===== config.mk =====
export PLATFORM = sky130hd
export DESIGN_NAME = bcd_scan_ctrl
export DESIGN_NICKNAME = d
export VERILOG_FILES = /design/src/rtl/bcd_scan_ctrl.sv
export SDC_FILE = /design/constraint.sdc
export NUM_CORES = 1
export LEC_CHECK = 0
export CORE_MARGIN = 8
export CORE_UTILIZATION = 40
export DETAILED_ROUTE_END_ITERATION = 8
export GPL_TIMING_DRIVEN = 0
export PLACE_DENSITY = 0.56
export RECOVER_POWER = 25
export SKIP_CTS_REPAIR_TIMING = 1
export SLEW_MARGIN = 20
export SYNTH_ARGS = -nofsm -noshare
export SYNTH_HDL_FRONTEND = slang
export SYNTH_SLANG_ARGS = --single-unit

===== constraint.sdc =====
create_clock -name clk -period 6 [get_ports clk]
set_input_delay 1.2 -clock clk [delete_from_list [all_inputs] [get_ports clk]]
set_output_delay 1.2 -clock clk [all_outputs]
set_load 0.02 [all_outputs]

===== src/rtl/bcd_scan_ctrl.sv =====
// 9-bit binary to 3-digit BCD converter (shift-and-add-3) driving a multiplexed 7-segment display.
// Optional build macro LEADING_ZERO_BLANK_EN blanks leading-zero hundreds/tens digits.
module bcd_scan_ctrl #(
   parameter int unsigned REFRESH_DIV = 50000
) (
   input  logic        clk,
   input  logic        rst_n,
   input  logic        in_valid,
   output logic        in_ready,
   input  logic [8:0]  bin,
   output logic [11:0] bcd,
   output logic        done,
   output logic [2:0]  an,
   output logic [6:0]  seg
);

   localparam int unsigned CW = (REFRESH_DIV > 1) ? $clog2(REFRESH_DIV) : 1;

   typedef enum logic [1:0] {IDLE, SHIFT, LATCH} state_e;

   state_e         state_q, state_d;
   logic [8:0]     sreg_q, sreg_d;
   logic [11:0]    acc_q, acc_d;
   logic [11:0]    adj;
   logic [3:0]     cnt_q, cnt_d;
   logic [11:0]    bcd_q, bcd_d;
   logic           done_q, done_d;

   logic [CW-1:0]  scan_q, scan_d;
   logic           wrap;
   logic [1:0]     sel_q, sel_d;
   logic [2:0]     an_q, an_d;
   logic [6:0]     seg_q, seg_d;
   logic [3:0]     nib;
   logic           blank;

   function automatic logic [3:0] add3(input logic [3:0] n);
      return (n >= 4'd5) ? n + 4'd3 : n;
   endfunction

   function automatic logic [6:0] seg7(input logic [3:0] n);
      case (n)
         4'd0:    return 7'b1000000;
         4'd1:    return 7'b1111001;
         4'd2:    return 7'b0100100;
         4'd3:    return 7'b0110000;
         4'd4:    return 7'b0011001;
         4'd5:    return 7'b0010010;
         4'd6:    return 7'b0000010;
         4'd7:    return 7'b1111000;
         4'd8:    return 7'b0000000;
         4'd9:    return 7'b0010000;
         default: return 7'b1111111;
      endcase
   endfunction

   // in_ready also waits out the done cycle, so a new capture never overlaps the result strobe.
   assign in_ready = (state_q == IDLE) && !done_q;

   // NOTE: every always_comb output gets a default first; a missed branch would otherwise infer a latch.
   always_comb begin
      state_d = state_q;
      sreg_d  = sreg_q;
      acc_d   = acc_q;
      cnt_d   = cnt_q;
      bcd_d   = bcd_q;
      done_d  = 1'b0;
      adj     = {add3(acc_q[11:8]), add3(acc_q[7:4]), add3(acc_q[3:0])};
      case (state_q)
         IDLE: begin
            if (in_valid && in_ready) begin
               sreg_d  = bin;
               acc_d   = '0;
               cnt_d   = '0;
               state_d = SHIFT;
            end
         end
         SHIFT: begin
            {acc_d, sreg_d} = {adj[10:0], sreg_q, 1'b0};
            cnt_d           = cnt_q + 4'd1;
            if (cnt_q == 4'd8) state_d = LATCH;
         end
         LATCH: begin
            bcd_d   = acc_q;
            done_d  = 1'b1;
            state_d = IDLE;
         end
         default: state_d = IDLE;
      endcase
   end

   // NOTE: sequential state uses non-blocking assignments so all registers update from pre-edge values.
   always_ff @(posedge clk or negedge rst_n) begin
      if (!rst_n) begin
         state_q <= IDLE;
         sreg_q  <= '0;
         acc_q   <= '0;
         cnt_q   <= '0;
         bcd_q   <= '0;
         done_q  <= 1'b0;
      end else begin
         state_q <= state_d;
         sreg_q  <= sreg_d;
         acc_q   <= acc_d;
         cnt_q   <= cnt_d;
         bcd_q   <= bcd_d;
         done_q  <= done_d;
      end
   end

   assign bcd  = bcd_q;
   assign done = done_q;

   assign wrap = (scan_q == CW'(REFRESH_DIV - 1));

   always_comb begin
      scan_d = wrap ? '0 : scan_q + CW'(1);
      sel_d  = sel_q;
      if (wrap) begin
         case (sel_q)
            2'd0:    sel_d = 2'd1;
            2'd1:    sel_d = 2'd2;
            default: sel_d = 2'd0;
         endcase
      end else if (sel_q == 2'd3) begin
         sel_d = 2'd0;
      end
   end

   // The display reads only the registered result, never the in-flight accumulator.
   always_comb begin
      nib   = bcd_q[3:0];
      blank = 1'b0;
      an_d  = 3'b110;
      case (sel_q)
         2'd1: begin
            nib  = bcd_q[7:4];
            an_d = 3'b101;
`ifdef LEADING_ZERO_BLANK_EN
            blank = (bcd_q[11:4] == 8'd0);
`endif
         end
         2'd2: begin
            nib  = bcd_q[11:8];
            an_d = 3'b011;
`ifdef LEADING_ZERO_BLANK_EN
            blank = (bcd_q[11:8] == 4'd0);
`endif
         end
         default: begin
            nib  = bcd_q[3:0];
            an_d = 3'b110;
         end
      endcase
      seg_d = blank ? 7'b1111111 : seg7(nib);
   end

   always_ff @(posedge clk or negedge rst_n) begin
      if (!rst_n) begin
         scan_q <= '0;
         sel_q  <= 2'd0;
         an_q   <= 3'b110;
         seg_q  <= 7'b1000000;
      end else begin
         scan_q <= scan_d;
         sel_q  <= sel_d;
         an_q   <= an_d;
         seg_q  <= seg_d;
      end
   end

   assign an  = an_q;
   assign seg = seg_q;

endmodule

==> impl.org <==
* Implementation run

** Final layout
- Top Layout Cells :: sky130_fd_sc_hd__dfrtp_1 (65), sky130_fd_sc_hd__clkdlybuf4s50_1 (34), sky130_fd_sc_hd__nor2_1 (30)
- Number of nets in the final layout :: 380
- The most common logic cell in the final layout is sky130_fd_sc_hd__dfrtp_1.
- The post-route netlist has 10.4% of its cells at a drive strength greater than 1.
- Counting flops per register, the top entry is scan_q.
- The final antenna diode tally reported by the flow is 0.
- The register with the most flip-flops in the layout has 16 of them.
- In this run the layout overhead on the synthesized area is reported as 22.4%.

** Drt
- Residual antenna-violating net count after detailed routing :: 0
- According to the report, the first pass of detailed routing completed in 6 iterations.
- Amount of wire on met2 after detailed routing :: 3120 um
- The detailed router put a total of 3170 um of wire on met1.

** Critical path
- Worst flop-to-flop path endpoint :: seg[3]$_DFF_PN0_
- Biggest fanout along the worst timing path :: 5
- Endpoint arrival time on the critical path :: 1690 ps
- The cell sequence reported for the critical path is nor3_1, clkdlybuf4s50_1.
- For reference, the critical path is launched at state_q[1]$_DFFE_PN0P_.

** Clock tree
- Clk_lat worst skew :: 330 ps

** Global routing
- The first global-routing pass estimated 11800 um of wire.

** Logic synthesis
- Avg Synthesized Cell Area :: 10.5 um^2
- Top cell types by occurrence after synthesis :: sky130_fd_sc_hd__dfrtp_1 (65), sky130_fd_sc_hd__nor2_1 (30), sky130_fd_sc_hd__nand2_1 (27)
- Per the synthesis report, the AND-OR/OR-AND share of the synthesized area is 12.0%.
- Per the synth stats, the proportion of register bits with asynchronous set or reset is 100%.
- Counting every instance in the synthesized netlist gives 305.
- Main logic family after synthesis :: simple AND/OR/NAND/NOR gates
- Per Yosys stat, the portion of area used by sequential elements is 53.4%.
- For this run the top cell type by instance count after synthesis was sky130_fd_sc_hd__dfrtp_1.
- The synthesis stat section lists a flop and latch total of 68.
- Count of unique library cells instantiated by Yosys :: 40

** Power
- In this run, the clock network consumes 22.9% of the power.
- Comb pwr share :: 38.0%
- The group that draws the most power in this run is registers.
- Sw Pwr :: 0.644 mW
- Power spread over the standard cell area amounts to 453 nW/um^2.

** Run
- Max-cap violations :: 0
- OpenROAD warnings :: 35

** Run status
- Status :: complete, no violations

** Final timing
- Hold Slack :: 461 ps
- Summed negative setup slack over all endpoints :: 0 ps
- Final tally of max-slew violations :: 0

** Placed design
- STA on the placed design reports a worst setup slack of 2850 ps.

** Hold path
- Worst min-delay path endpoint :: scan_q[0]$_DFF_PN0_
worst max-delay path by stage:
stage | cells after the start | slack, ps | endpoint
after CTS | 2 | 3080 | in_ready
after global routing | 2 | 3010 | in_ready
after floorplan | 5 | 3540 | acc_q[11]$_DFFE_PN0P_
after detailed placement | 6 | 2850 | acc_q[6]$_DFFE_PN0P_
final | 2 | 3110 | in_ready
after global placement | 1 | 1390 | acc_q[1]$_DFFE_PN0P_
area by class of cell:
type | count | area [um^2] | area share [%]
flip-flops and latches | 68 | 1710 | 43.6
multi-input cells | 208 | 1370 | 35.0
clock buffers | 13 | 179 | 4.58
well taps | 102 | 128 | 3.27
inverters | 17 | 63.8 | 1.63
plain buffers | 12 | 50.0 | 1.28
repair buffers | 36 | 372 | 9.51
clock inverters | 3 | 42.5 | 1.09
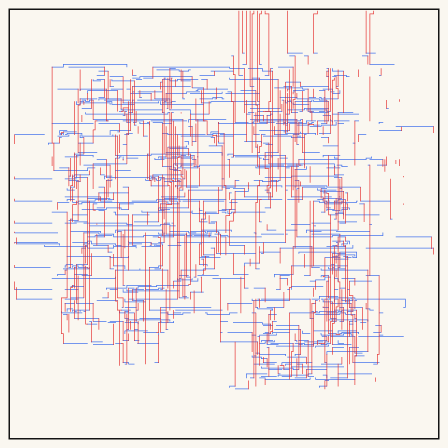
(images/layers.png)
Two of the layers only.
layer	color	wire length
M2	red	3120 um
M1	blue	3170 um
WL final: 6650 um
final routed wire length divided by cell count: 14.5 um
GRT Resource Usage Total: 13.0%
via total after detailed routing: 2329

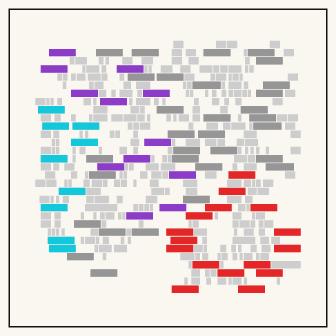
(images/ff_map.png)
Other sequential cells in the stronger gray, the rest of the logic in the fainter gray.
signal	color	sequential cells
`acc_q`	purple	12
`sreg_q`	cyan	9
`scan_q`	red	16
not colored	31
Seq power: 0.692 mW
register area: 1710 um^2
fraction of area in registers: 43.6%

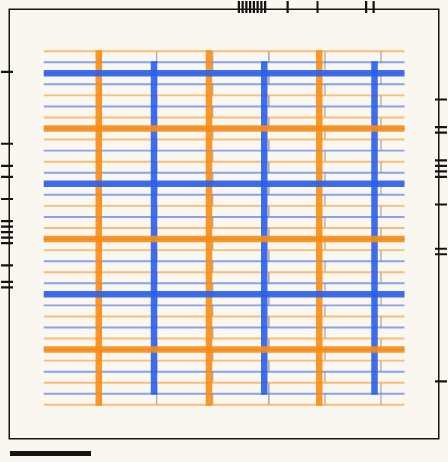
(images/floorplan.png)
Bar = 20 um. Pins as bars on the die edge. Tap cells in gray.
net	color
VSS	orange
VDD	blue
met5 straps	6
met1 rails	33
rows	32
tap cells	102
met4 straps	6
Die Wd: 105 um
core outline area: 7730 um^2
maximum vdd ir drop: 0.000202 V
die extent in y: 105 um

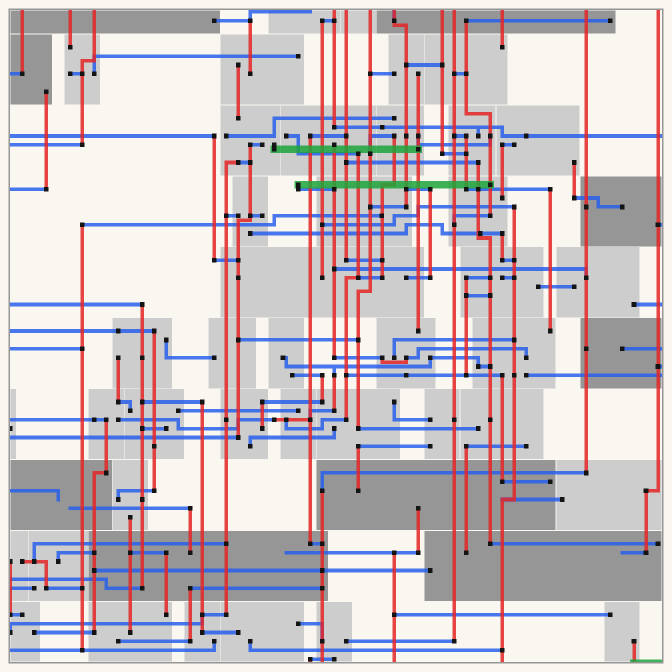
(images/closeup.png)
Region (66, 14) to (91, 39) um. Cells in gray, sequential cells in the stronger gray; small squares are vias.
layer	color
M1	blue
M3	green
M2	red
most frequent	nor2_1 (6), xnor2_1 (4), xor2_1 (4)
cells with their middle in the window	38
sequential cells in the window	3
netlist names of flops here include	`scan_q` (3)

No activity file was given, so power comes from the tool's default toggle rates.
